Fig. 1: run 1, routing congestion
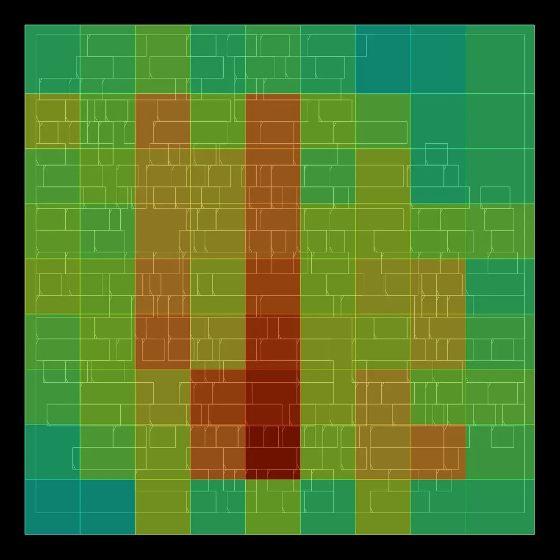
Fig. 2: run 1, met3 routing
The bar under the picture is 20 um long.
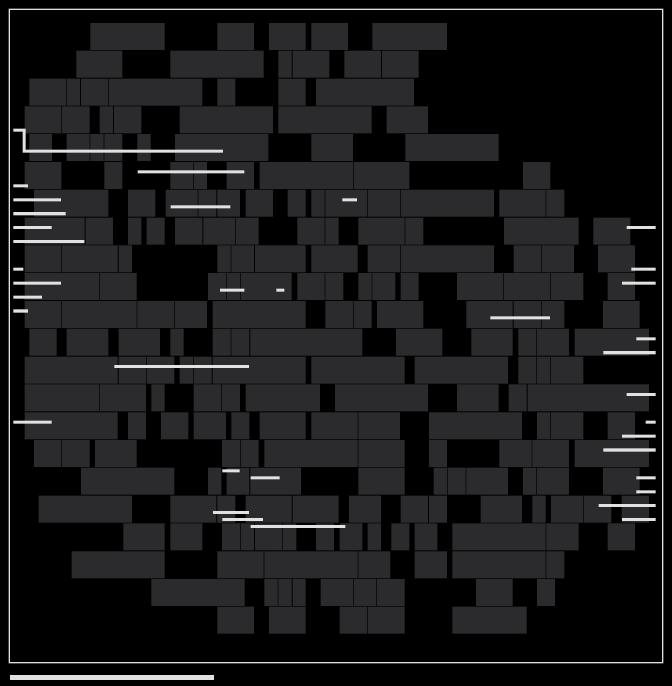
Fig. 3: run 1, register map, names as in the netlist
The bar under the picture is 20 um long. Other sequential cells in the stronger grey, the rest of the logic in the fainter grey.
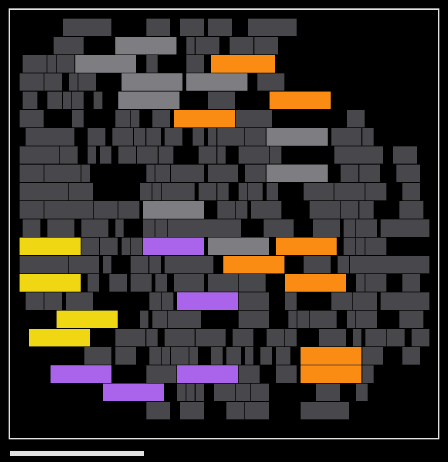
<file path="config.mk">
export PLATFORM = sky130hd
export DESIGN_NAME = softmax_seq_ctrl
export DESIGN_NICKNAME = d
export VERILOG_FILES = /design/src/rtl/softmax_seq_ctrl_pkg.sv /design/src/rtl/valid_pipe.sv /design/src/rtl/softmax_seq_ctrl.sv
export SDC_FILE = /design/constraint.sdc
export NUM_CORES = 1
export LEC_CHECK = 0
export ABC_AREA = 0
export CAP_MARGIN = 40
export CORE_UTILIZATION = 45
export CTS_CLUSTER_DIAMETER = 30
export DETAILED_ROUTE_END_ITERATION = 10
export PLACE_DENSITY = 0.78
export SYNTH_ARGS = -nofsm -noshare
export SYNTH_HDL_FRONTEND = slang
export SYNTH_SLANG_ARGS = --single-unit
</file>
<file path="constraint.sdc">
create_clock -name clk -period 3.39 [get_ports clk]
set_input_delay 1.017 -clock clk [delete_from_list [all_inputs] [get_ports clk]]
set_output_delay 1.017 -clock clk [all_outputs]
set_load 0.05 [all_outputs]
</file>
<file path="src/rtl/softmax_seq_ctrl_pkg.sv">
// Shared definitions for the softmax exp sequencer: controller state encoding
// plus the datapath format constants the stage selects must agree with.
package softmax_seq_ctrl_pkg;

    localparam int OUTPUT_BUF_DATASIZE = 16;
    localparam int FIXPOINT_FRAC       = 8;

    typedef enum logic [2:0] {
        ST_IDLE = 3'd0,
        ST_CLR  = 3'd1,
        ST_SUM  = 3'd2,
        ST_LN   = 3'd3,
        ST_NORM = 3'd4,
        ST_DONE = 3'd5
    } state_t;

endpackage

</file>
<file path="src/rtl/valid_pipe.sv">
// Valid-bit shift register that tracks items in flight through a fixed-latency
// datapath; freezes with the datapath when en is low.
module valid_pipe #(
    parameter int DEPTH = 4
) (
    input  logic clk,
    input  logic clr,
    input  logic en,
    input  logic push,
    output logic valid,
    output logic pending
);

    // Every stage except the output one; used to detect "empty after this cycle".
    localparam logic [DEPTH-1:0] LOW_MASK = {DEPTH{1'b1}} >> 1;

    logic [DEPTH-1:0] sr;

    always_ff @(posedge clk or posedge clr) begin
        if (clr) begin
            sr <= '0;
        end else if (en) begin
            sr <= (sr << 1) | DEPTH'(push);
        end
    end

    assign valid   = sr[DEPTH-1];
    assign pending = |(sr & LOW_MASK);

endmodule

</file>
<file path="src/rtl/softmax_seq_ctrl.sv">
// Row sequencer for the softmax exp datapath: clear, sum exp(Xi), ln(F),
// then write exp(Xi - lnF) back in place. Control only, no data.
module softmax_seq_ctrl
    import softmax_seq_ctrl_pkg::*;
#(
    parameter int ROW_LEN = 16,
    parameter int ADDR_W  = 8,
    parameter int EXP_LAT = 3
) (
    input  logic              clk,
    input  logic              rst,
    input  logic              start,
    input  logic [ADDR_W-1:0] base_addr,
    input  logic              hold,
    input  logic              ln_done,
    output logic              busy,
    output logic              done,
    output logic              rd_en,
    output logic [ADDR_W-1:0] rd_addr,
    output logic              is_stage2,
    output logic              is_stage4,
    output logic              pipe_en,
    output logic              acc_clr,
    output logic              acc_en,
    output logic              ln_start,
    output logic              wr_en,
    output logic [ADDR_W-1:0] wr_addr
);

    localparam int CNT_W      = $clog2(ROW_LEN + 1);
    localparam int PIPE_DEPTH = 1 + EXP_LAT;

    state_t            state, state_nxt;
    logic [ADDR_W-1:0] base_q;
    logic [CNT_W-1:0]  rd_cnt, wr_cnt;
    logic              ln_sent;
    logic              vld, pending, reads_done, streaming;

    assign reads_done = (rd_cnt == CNT_W'(ROW_LEN));
    assign streaming  = (state == ST_SUM) || (state == ST_NORM);
    assign pipe_en    = ~hold;
    assign rd_addr    = base_q + ADDR_W'(rd_cnt);
    assign wr_addr    = base_q + ADDR_W'(wr_cnt);

    valid_pipe #(.DEPTH(PIPE_DEPTH)) u_valid_pipe (
        .clk    (clk),
        .clr    (rst),
        .en     (~hold),
        .push   (rd_en),
        .valid  (vld),
        .pending(pending)
    );

    always_comb begin
        state_nxt = state;
        busy      = 1'b1;
        done      = 1'b0;
        rd_en     = 1'b0;
        is_stage2 = 1'b0;
        is_stage4 = 1'b0;
        acc_clr   = 1'b0;
        acc_en    = 1'b0;
        ln_start  = 1'b0;
        wr_en     = 1'b0;
        case (state)
            ST_IDLE: begin
                busy = 1'b0;
                if (start) state_nxt = ST_CLR;
            end
            ST_CLR: begin
                acc_clr   = 1'b1;
                state_nxt = ST_SUM;
            end
            ST_SUM: begin
                is_stage2 = 1'b1;
                rd_en     = ~reads_done;
                acc_en    = vld;
                // Leave once the last item is leaving the pipe this cycle.
                if (reads_done && !pending) state_nxt = ST_LN;
            end
            ST_LN: begin
                ln_start = ~ln_sent;
                if (ln_done) state_nxt = ST_NORM;
            end
            ST_NORM: begin
                is_stage4 = 1'b1;
                rd_en     = ~reads_done;
                wr_en     = vld;
                if (reads_done && !pending) state_nxt = ST_DONE;
            end
            ST_DONE: begin
                done      = 1'b1;
                state_nxt = ST_IDLE;
            end
            default: state_nxt = ST_IDLE;
        endcase
        // A stall suppresses every strobe and pulse; they fire once released.
        if (hold) begin
            state_nxt = state;
            rd_en     = 1'b0;
            acc_en    = 1'b0;
            wr_en     = 1'b0;
            ln_start  = 1'b0;
            acc_clr   = 1'b0;
            done      = 1'b0;
        end
    end

    always_ff @(posedge clk or posedge rst) begin
        if (rst) begin
            state   <= ST_IDLE;
            base_q  <= '0;
            rd_cnt  <= '0;
            wr_cnt  <= '0;
            ln_sent <= 1'b0;
        end else if (!hold) begin
            state   <= state_nxt;
            ln_sent <= (state == ST_LN);
            if (state == ST_IDLE && start) base_q <= base_addr;
            if (!streaming)  rd_cnt <= '0;
            else if (rd_en)  rd_cnt <= rd_cnt + CNT_W'(1);
            if (state != ST_NORM) wr_cnt <= '0;
            else if (wr_en)       wr_cnt <= wr_cnt + CNT_W'(1);
        end
    end

endmodule

</file>
==> flow_summary_export.csv, run 1 <==
group,metric,value,unit
power,p_leak,1.17,nW
synthesis,syn_area,0.00172,mm^2
setup_path,crit_required,2.37,ns
synthesis,syn_avg_cell_area,9.93,um^2
final_layout,finalNonFillerCells,268,
timing,worst_slack,0.0893,ns
final_layout,nNetsFinal,249,
floorplanning,fp_util,46.9,%
final_layout,logic_area,0.00103,mm^2
setup_path,path_max_fanout,3,
timing,period_needed,3.30,ns
drt,drt-total-wl,3.60,mm
drt,drt_first_pass_iters,4,
place,gp_congestion,0.796,
final_layout,drive_gt1_share,25.5,%
synthesis,simple_gate_area_share,16.2,%
synthesis,mux_share,7.87,%
global_route,grt_pass1_wl,6.12,mm
place,hpwl,2.85,mm
setup_path,path_delay_family,"buffers and inverters",
synthesis,ys_sh_adder,12.4,%
status,outcome,"completed",
place,dp_slack,0.0885,ns
setup_path,reg2reg_from,"rd_cnt[1]$_DFFE_PP0P_",
setup_path,crit_slowest_cell,"clkdlybuf4s50_1",
timing,worstMarginPinSlew,0.504,ns
synthesis,synth_top_cell_by_area,"dfrtp_1",
timing,grt_setup_unrepaired,"false",
drt,wl_per_cell,13.4,um
setup_path,reg2regPathDepth,6,
min_path,min_to,"u_valid_pipe.sr[0]$_DFFE_PP0N_",
timing,hold_viol,0,
drt,route.detailed.drc,0,
power,cellPowerDensity,984,mW/mm^2
synthesis,synth.distinct_cells,37,
timing,slew_viol_final,0,
clocking,insertion_delay,0.27,ns
drt,drtIter0Drc,43,
timing,skew,0.0102,ns
setup_path,startpoint_type,"flip-flop",
setup_path,worstPathArrival,2.28,ns
floorplanning,core_area,0.00366,mm^2
setup_path,ff2ff_setup_slack,1.50,ns
global_route,grt_pass1_vias,1418,
setup_path,path_buffers,3,
synthesis,compound_area_share,14.3,%
clocking,tritoncts,"yes",
synthesis,synth_nets,201,
synthesis,synth_top_cell_by_count,"dfrtp_1",
power,ir_drop,671,uV
synthesis,ys_top_cells_by_count,"dfrtp_1 (26), ha_1 (13), mux2_2 (12)",
clocking,cts_buffers,3,
setup_path,worstPathCellList,"ha_1 > inv_1 > fa_1 > inv_1 > clkdlybuf4s50_1",
timing,finalCritPeriodShare,97.4,%
min_path,min_path_type,"reg -> reg",
synthesis,yosys_area,0.00172,mm^2
floorplanning,pin_count,39,
floorplanning,rows,22,
place,numPortBuffers,38,
synthesis,top_cell_area_share,37.9,%
clocking,h-tree-depth,1,
global_route,overflow,0,
drt,via_per_inst,5.43,
setup_path,critical_path.max_stage_delay,0.79,ns
synthesis,synthTopLogicFamily,"simple AND/OR/NAND/NOR gates",
clocking,cts_sinks,26,
synthesis,async_flop_share,100,%
setup_path,end_kind,"output pin",
flow_run,tool_warnings,28,
floorplanning,fp.dieW,63.8,um
-- Fig. 1 (at the start) --
GRT Total Usage: 19.0%
met1 Usage GRT: 23.2%
Most Used Layer, Global Route: met2

-- Fig. 2 (at the start) --
The layer holds 4.1% of the routed length. 33 nets have wire on it. The wires run mostly horizontal.

-- Fig. 3 (at the start) --
Key: rd_cnt = purple [sequential cells 5]; base_q = orange [sequential cells 8]; u_valid_pipe.sr = yellow [sequential cells 4]
Another 9 sequential cells are not coloured.
Seq power: 0.530 mW
FF/Latch Area: 652 um^2
final core occ: 65.9%
sequential cell area share: 27.0%

-- run 1: through the flow --
stage	power (mW)	instance area, um^2
detailed placement	2.11	2310
global route	2.50	2410
floorplan	1.57	1740
global placement	2.08	2310
finish	2.37	2410
CTS	2.37	2380
-- run 1: how the worst max path moves through the flow --
stage               cells past startpoint         end                  start  slack (ns)
floorplan                               3    ln_start                   hold       -0.04
global placement                        4       rd_en                   hold        0.12
detailed placement                      4       rd_en                   hold        0.09
CTS                                     7  wr_addr[6]  base_q[0]$_DFFE_PP0P_        0.06
global route                            8  rd_addr[6]  base_q[0]$_DFFE_PP0P_       0.008
finish                                  5  rd_addr[1]  base_q[0]$_DFFE_PP0P_        0.09
-- run 1: per-layer routing --
layer | share of wire (%) | GRT usage, % | vias to the layer above
li1 | - | - | 716
met1 | 42 | 23.2 | 691
met2 | 52 | 34.4 | 43
met3 | 4.1 | 2.32 | 6
met4 | 1.7 | 5.97 | 0
met5 | 0 | 0 | -
-- run 1: worst reg2reg max path, delay by kind of cell (launching register included) --
kind	cells	cell delay, ns
AOI/OAI and AO/OA	1	0.34
adders and majority gates	2	0.52
and+or+nand+nor	2	0.34
DFF	1	0.44
buffers and inverters	1	0.13
-- run 1: cells by family (layout without fill, tap and decap cells) --
family / after synthesis / count (layout)
and+or+nand+nor: 48 / 48
AOI/OAI and AO/OA: 40 / 40
DFF: 26 / 26
buffers and inverters: 17 / 64
adders and majority gates: 16 / 16
xor gates and xnor gates: 14 / 14
muxes: 12 / 12
-- run 1: power breakdown --
group	total, mW	switching (mW)	internal (mW)
clock	0.252	0.0938	0.158
combinational	1.59	0.943	0.647
sequential	0.530	0.115	0.415
-- run 1: state kept, by name (all words and copies together), names as in the netlist --
signal / flops
base_q: 8
ln_sent: 1
u_valid_pipe.sr: 4
rd_cnt: 5
state: 3
wr_cnt: 5
-- run 1: layout make-up --
cell class / count / share of cell area, %
multi-input combinational: 130 / 42.6
clock inverter: 1 / 1.25
sequential: 26 / 27.0
clock buffer: 3 / 1.71
tap: 48 / 2.49
timing repair buffer: 50 / 23.4
inverter: 10 / 1.56
-- run 1: layout by cell type, fill, tap and decap left out, types with 2 or more instances in the layout --
| master | instances |
|---|---|
| xor2_1 | 8 |
| dfrtp_1 | 25 |
| and3_1 | 2 |
| or3_1 | 2 |
| buf_4 | 20 |
| buf_12 | 9 |
| nor2b_1 | 3 |
| a21o_1 | 9 |
| nand3_1 | 4 |
| nor4_2 | 2 |
| nand2_1 | 10 |
| o21ai_0 | 11 |
| nand4_1 | 2 |
| o21ai_1 | 3 |
| nor3b_2 | 2 |
| clkdlybuf4s50_1 | 20 |
| a22o_1 | 3 |
| nor2_1 | 8 |
| inv_1 | 10 |
| a21oi_1 | 9 |
| nor3_1 | 5 |
| a31oi_1 | 2 |
| clkbuf_8 | 3 |
| ha_1 | 12 |
| xnor2_1 | 6 |
| mux2_2 | 12 |
| fa_1 | 2 |
-- run 1: timing repair --
action / in CTS / in global routing
setup buffers: 0 / 1
gates resized: 0 / 4
endpoints found under the setup margin: 0 / 2
Fig. 4: run 1, the metal 1 layer
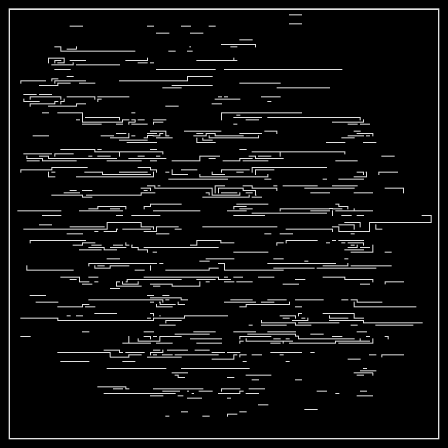

==> run 1 -> run 2 <==
- ABC_CLOCK_PERIOD_IN_PS: not set -> 3390
- GPL_TIMING_DRIVEN: not set -> 0
Fig. 5: run 2, the metal 1 layer
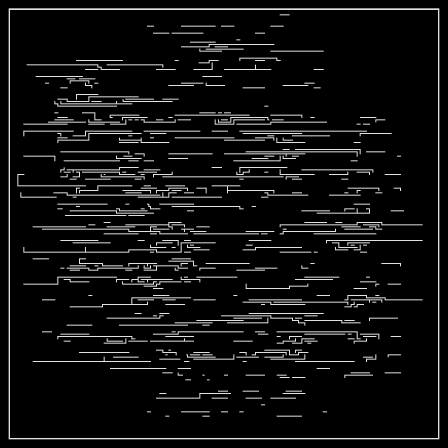
The layer holds 49% of the routed length. 212 nets have wire on it. The wires run mostly horizontal. The longest straight run is 18.9 um.

==> flow_summary_export.csv, run 2 <==
group,metric,value,unit
status,outcome,"completed",
setup_path,path_max_fanout,10,
min_path,min_path_type,"reg -> reg",
final_layout,nNetsFinal,245,
timing,slew_viol_final,0,
global_route,grt_pass1_wl,5.75,mm
place,hpwl,2.61,mm
synthesis,synth_nets,201,
synthesis,syn_avg_cell_area,9.93,um^2
final_layout,drive_gt1_share,17.6,%
final_layout,regMostFlops,"base_q",
clocking,cts_sinks,26,
timing,hold_viol,0,
clocking,insertion_delay,0.27,ns
timing,worstMarginPinSlew,0.506,ns
floorplanning,pin_count,39,
drt,drt-total-wl,3.46,mm
power,ir_drop,439,uV
global_route,grtUsageTotal,18.0,%
final_layout,utilization,60.9,%
clocking,tritoncts,"yes",
power,clock_power_share,9.5,%
power,combinationalPowerShare,65.2,%
global_route,grt.busiest_layer,"met2",
synthesis,synth_top_cell_by_count,"dfrtp_1",
timing,skew,0.00206,ns
timing,period_needed,3.32,ns
setup_path,crit_required,2.37,ns
drt,route.detailed.drc,0,
final_layout,finalNonFillerCells,264,
clocking,cts_buffers,3,
global_route,grt.met2_usage,30.5,%
power,power_switching,1.12,mW
global_route,grt.met3_usage,1.79,%
power,seqPwrFrac,25.3,%
final_layout,reg_top3,"base_q: 8 flops, rd_cnt: 5 flops, wr_cnt: 5 flops",
setup_path,end_kind,"output pin",
drt,via_per_inst,5.27,
place,dp_slack,-0.901,ns
place,dpl-instance-area,0.00220,mm^2
power,swShare,52.9,%
setup_path,reg2regPathDepth,6,
synthesis,synth.distinct_cells,37,
final_layout,largest_reg_flops,8,
synthesis,yosys_area,0.00172,mm^2
setup_path,critPathLaunch,"hold",
setup_path,ff2ff_setup_slack,1.61,ns
power,intPower,0.995,mW
synthesis,async_flop_share,100,%
drt,drt_first_pass_iters,4,
floorplanning,core_area,0.00366,mm^2
timing,finalCritPeriodShare,98.1,%
floorplanning,fp.dieW,63.8,um
setup_path,worstPathArrival,2.31,ns
floorplanning,fp_util,46.9,%
drt,drtIter0Drc,31,
clocking,h-tree-depth,1,
setup_path,cp-endpoint,"ln_start",
final_layout,final_layout_top_logic_cells,"dfrtp_1 (25), clkdlybuf4s50_1 (18), ha_1 (13), mux2_2 (12), o21ai_0 (11)",
clocking,cts_setup_buffers,0,
power,cellPowerDensity,947,mW/mm^2
synthesis,syn_area,0.00172,mm^2
synthesis,synth_top_cell_by_area,"dfrtp_1",
floorplanning,rows,22,
drt,wl_per_cell,13.1,um
Fig. 6: run 2, met3 routing
The bar under the picture is 20 um long.
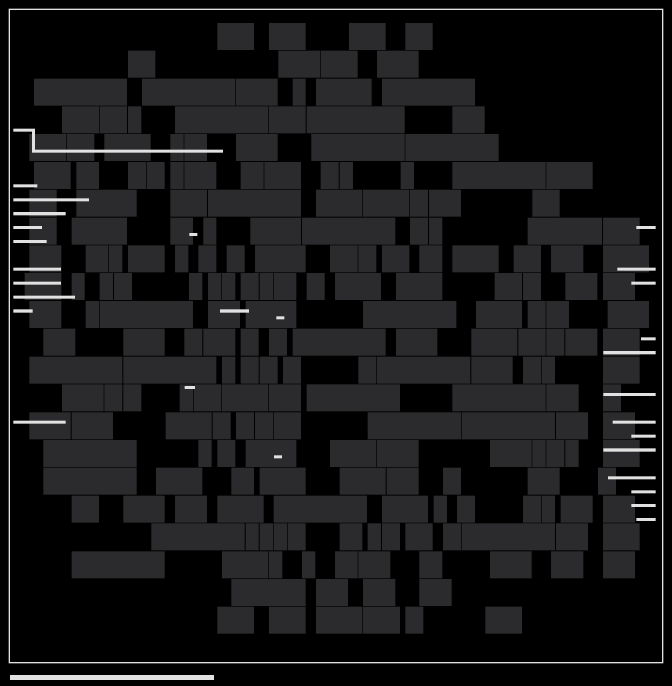
26 nets have wire on it. The longest straight run is 18.4 um.

[run 2: cell counts after synthesis]
Identical to the previous run, type by type.
[run 2: logic make-up (layout without fill, tap and decap cells)]
kind of cell             count (synthesis)  after routing  share of synthesized area, %
AND-OR/OR-AND                           40             40                          14.3
adder cells (fa/ha/maj)                 16             16                          12.4
buffers and inverters                   17             60                          4.22
multiplexers                            12             12                          7.87
flip-flops                              26             26                          37.9
AND/OR/NAND/NOR                         48             48                          16.2
XOR/XNOR                                14             14                          7.14
[run 2: worst min path at each step]
stage | from | to | slack [ns] | cells after the start
2_1_floorplan | ln_sent$_DFFE_PP0N_ | ln_sent$_DFFE_PP0N_ | 0.47 | 2
3_3_place_gp | ln_sent$_DFFE_PP0N_ | ln_sent$_DFFE_PP0N_ | 0.48 | 2
3_5_place_dp | ln_sent$_DFFE_PP0N_ | ln_sent$_DFFE_PP0N_ | 0.50 | 2
4_1_cts | ln_sent$_DFFE_PP0N_ | ln_sent$_DFFE_PP0N_ | 0.52 | 2
5_1_grt | u_valid_pipe.sr[0]$_DFFE_PP0N_ | u_valid_pipe.sr[0]$_DFFE_PP0N_ | 0.53 | 1
6_report | ln_sent$_DFFE_PP0N_ | ln_sent$_DFFE_PP0N_ | 0.52 | 2
[run 2: layout make-up]
type	count	area, um^2	share of cell area (%)
sequential	26	652	29.2
tap	48	60.1	2.69
inverter	10	37.5	1.68
buffer	7	37.5	1.68
clock buffer	4	55.1	2.47
multi-input combinational	130	1020	45.7
timing repair buffer	39	368	16.5
[run 2: timing repair]
item                       4_1_cts  5_1_grt
setup endpoints to repair       17        6
hold endpoints to repair         0        0
resized                         56        8
[run 2: layer usage]
| metal | wire length, um | part of all wire (%) |
|---|---|---|
| met5 | 0 | 0 |
| met4 | 44 | 1.3 |
| met3 | 105 | 3.0 |
| met2 | 1610 | 47 |
| met1 | 1700 | 49 |
[run 2: power by group through the flow]
stage                     Combinational [mW]  Clock, mW  Sequential (mW)
after floorplan                         1.07          0            0.503
after CTS                               1.40      0.205            0.536
after global routing                    1.46      0.221            0.546
final                                   1.38      0.201            0.535
after detailed placement                1.44          0            0.543
after global placement                  1.43          0            0.537
[run 2: critical path: stages]
cell           delay (ns)
dlygate4sd2_1        0.30
clkbuf_2             0.23
clkbuf_2             0.24
nor4_2               0.28
buf_4                0.24
[run 2: metrics by stage]
step	setup TNS (ns)	total power [mW]
finish	0	2.11
global route	0	2.23
CTS	0	2.14
detailed placement	-4.53	1.98
global placement	-4.65	1.97
floorplan	-0.0411	1.57
Fig. 7: run 2, routing congestion
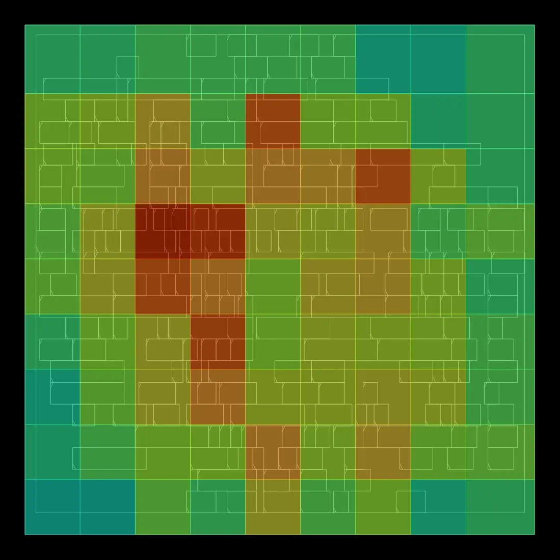

==> run 2 -> run 3 <==
- REMOVE_ABC_BUFFERS: not set -> 1
Fig. 8: run 3, routing congestion
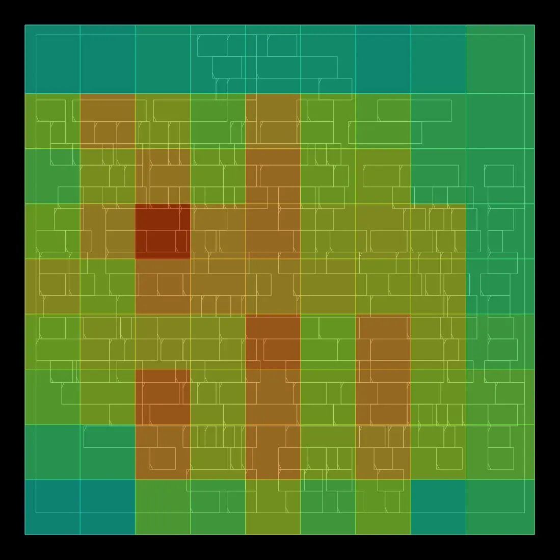
final core occ: 60.5%
Wirelength per Cell: 13.0 um
met3 Resource Use GR: 4.29%
GRT met2 Usage: 31.9%
GRT Total Usage: 18.9%

==> flow_summary_export.csv, run 3 <==
group,metric,value,unit
timing,skew,0.00612,ns
floorplanning,dieArea,0.00407,mm^2
synthesis,yosys_area,0.00172,mm^2
clocking,cts_sinks,26,
drt,route.detailed.drc,0,
min_path,holdPathStages,2,
power,swShare,51.9,%
synthesis,edf_count,0,
synthesis,synth.distinct_cells,37,
timing,hold_slack,0.499,ns
drt,num_vias,1372,
clocking,cts_root_buffer,"clkbuf_8",
timing,slew_viol_final,0,
power,p_leak,1.11,nW
final_layout,stdcell_area,0.00222,mm^2
clocking,cts.clk_slew.worst_paths,0.09,ns
setup_path,crit_type,"in -> out",
power,seqPwrFrac,26.7,%
final_layout,final_layout_top_logic_cells,"dfrtp_1 (26), clkdlybuf4s50_1 (19), ha_1 (13), mux2_2 (12), o21ai_0 (11)",
drt,drt-total-wl,3.34,mm
timing,period_needed,3.28,ns
setup_path,startpoint_type,"input port",
drt,drt_first_pass_iters,4,
floorplanning,pin_count,39,
synthesis,yosysWarnings,0,
place,dpl-instance-area,0.00215,mm^2
synthesis,ys_top_cells_by_count,"dfrtp_1 (26), ha_1 (13), mux2_2 (12)",
global_route,grt_pass1_vias,1355,
place,hpwl,2.47,mm
timing,grt_setup_unrepaired,"false",
synthesis,synth_top_cell_by_count,"dfrtp_1",
flow_run,tool_warnings,26,
final_layout,areaGrowthSynthToFinish,29.0,%
clocking,h-tree-depth,1,
power,clock_power_share,11.9,%
synthesis,syn_inst,173,
clocking,insertion_delay,0.27,ns
clocking,cts_resized,36,
floorplanning,fp_util,46.9,%
synthesis,yosys_cells,173,
status,outcome,"completed",
clocking,cts_setup_buffers,0,
timing,relSlewSlack,63.1,%
synthesis,synth_top_flop_cell,"dfrtp_1",
synthesis,syn_avg_cell_area,9.93,um^2
synthesis,syn_area,0.00172,mm^2
timing,finalCritPeriodShare,96.9,%
setup_path,crit_required,2.37,ns
min_path,min_path_type,"reg -> reg",
drt,via_per_inst,5.34,
timing,fin_tns_setup,0,ns
power,power_switching,1.12,mW
clocking,tritoncts,"yes",
timing,worstMarginPinSlew,0.554,ns
final_layout,drive_gt1_share,13.4,%
timing,finalSetupViolCount,0,
timing,fmax,305,MHz
final_layout,largest_reg_flops,8,
final_layout,n_antenna_cell,0,
setup_path,worstPathArrival,2.27,ns
synthesis,synth_top_cell_by_area,"dfrtp_1",
setup_path,reg2regPathDepth,6,
synthesis,ys.flops,26,
drt,drtIter0Drc,48,
power,combinationalPowerShare,61.4,%
floorplanning,rows,22,
power,ir_drop,703,uV
setup_path,end_kind,"output pin",
flow_run,maxCapViolations,0,
global_route,overflow,0,
place,gp_congestion,0.717,
synthesis,seq_area_frac_synth,37.9,%
clocking,cts_buffers,3,
drt,drtAntennaViolNets,0,
setup_path,path_max_fanout,23,
floorplanning,core_area,0.00366,mm^2
final_layout,fillers,312,
power,intPower,1.03,mW
final_layout,reg_top3,"base_q: 8 flops, rd_cnt: 5 flops, wr_cnt: 5 flops",
place,numPortBuffers,38,
final_layout,nNetsFinal,238,
floorplanning,die_h,63.8,um
global_route,grt_start_max_net_pins,24,
clocking,holdBufCountCts,0,
global_route,grt_pass1_wl,6.09,mm
final_layout,layout_top_cell,"dfrtp_1",
power,cellPowerDensity,971,mW/mm^2
clocking,clockBufferDepth,2,
synthesis,top_cell_area_share,37.9,%
global_route,antenna_found_initial,0,
floorplanning,fp.dieW,63.8,um
final_layout,regMostFlops,"base_q",
timing,hold_viol,0,
synthesis,area_leaders,"dfrtp_1 (38%), ha_1 (9.5%), mux2_2 (7.9%)",
synthesis,async_flop_share,100,%
Fig. 9: run 3, the metal 1 layer
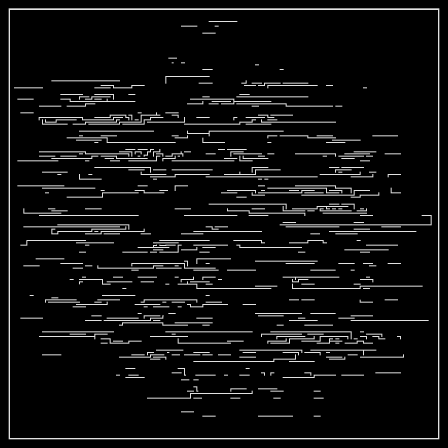
The layer holds 47% of the routed length. The wires run mostly horizontal. 200 nets have wire on it. The layer carries 1,590 um of wire.

-- run 3: cell counts after synthesis --
No cell type changed its count.
-- run 3: kinds of logic (layout without fill, tap and decap cells) --
kind of cell	Yosys count	after routing	synth area share, %
compound gates	40	40	14.3
xor+xnor	14	14	7.14
fa+ha+maj	16	16	12.4
buf+inv	17	53	4.22
flops	26	26	37.9
mux	12	12	7.87
simple gates	48	48	16.2
-- run 3: worst paths after layout --
path / start / endpoint / slack (ns)
setup / recovery: hold / rd_en / 0.11
hold / removal: ln_sent$_DFFE_PP0N_ / ln_sent$_DFFE_PP0N_ / 0.50
setup reg to reg: rd_cnt[1]$_DFFE_PP0P_ / state[0]$_DFFE_PP0P_ / 1.47
hold reg to reg: ln_sent$_DFFE_PP0N_ / ln_sent$_DFFE_PP0N_ / 0.50
max in group asynchronous: rst / base_q[0]$_DFFE_PP0P_ / 1.87
min in group asynchronous: rst / state[1]$_DFFE_PP0P_ / 1.08
-- run 3: power by group through the flow --
stage / logic, mW / clock network, mW / registers (mW)
2_1_floorplan: 1.01 / 0 / 0.529
3_3_place_gp: 1.36 / 0 / 0.575
3_5_place_dp: 1.38 / 0 / 0.576
4_1_cts: 1.34 / 0.263 / 0.571
5_1_grt: 1.42 / 0.276 / 0.591
6_report: 1.32 / 0.257 / 0.574
-- run 3: worst max-delay path, cell delays in order --
cell,delay [ns]
buf_2,0.23
nor4_4,0.43
dlygate4sd2_1,0.57
-- run 3: final cells by class --
| type | instances | area, um^2 | area share, % |
|---|---|---|---|
| repair buffers | 39 | 382 | 17.2 |
| clock inverters | 1 | 30.0 | 1.36 |
| clock buffers | 3 | 41.3 | 1.86 |
| multi-input cells | 130 | 1010 | 45.8 |
| inverters | 10 | 37.5 | 1.69 |
| flip-flops and latches | 26 | 651 | 29.4 |
| well taps | 48 | 60.1 | 2.71 |
-- run 3: per-layer routing --
| layer | share of wire, % | up-vias | wire length, um | GRT usage (%) |
|---|---|---|---|---|
| li1 | - | 697 | - | - |
| met1 | 47 | 639 | 1590 | 24.5 |
| met2 | 47 | 34 | 1580 | 31.9 |
| met3 | 4.6 | 2 | 154 | 4.29 |
| met4 | 0.45 | 0 | 15 | 4.26 |
| met5 | 0 | - | 0 | 0 |
-- run 3: per-stage QoR --
step	setup WS, ns	instances	total power, mW
floorplan	-0.464	166	1.54
global placement	-1.20	252	1.93
detailed placement	-1.26	253	1.95
CTS	0.0377	257	2.18
global route	0.00986	257	2.29
finish	0.106	257	2.15
Power and IR drop assume default switching activity.
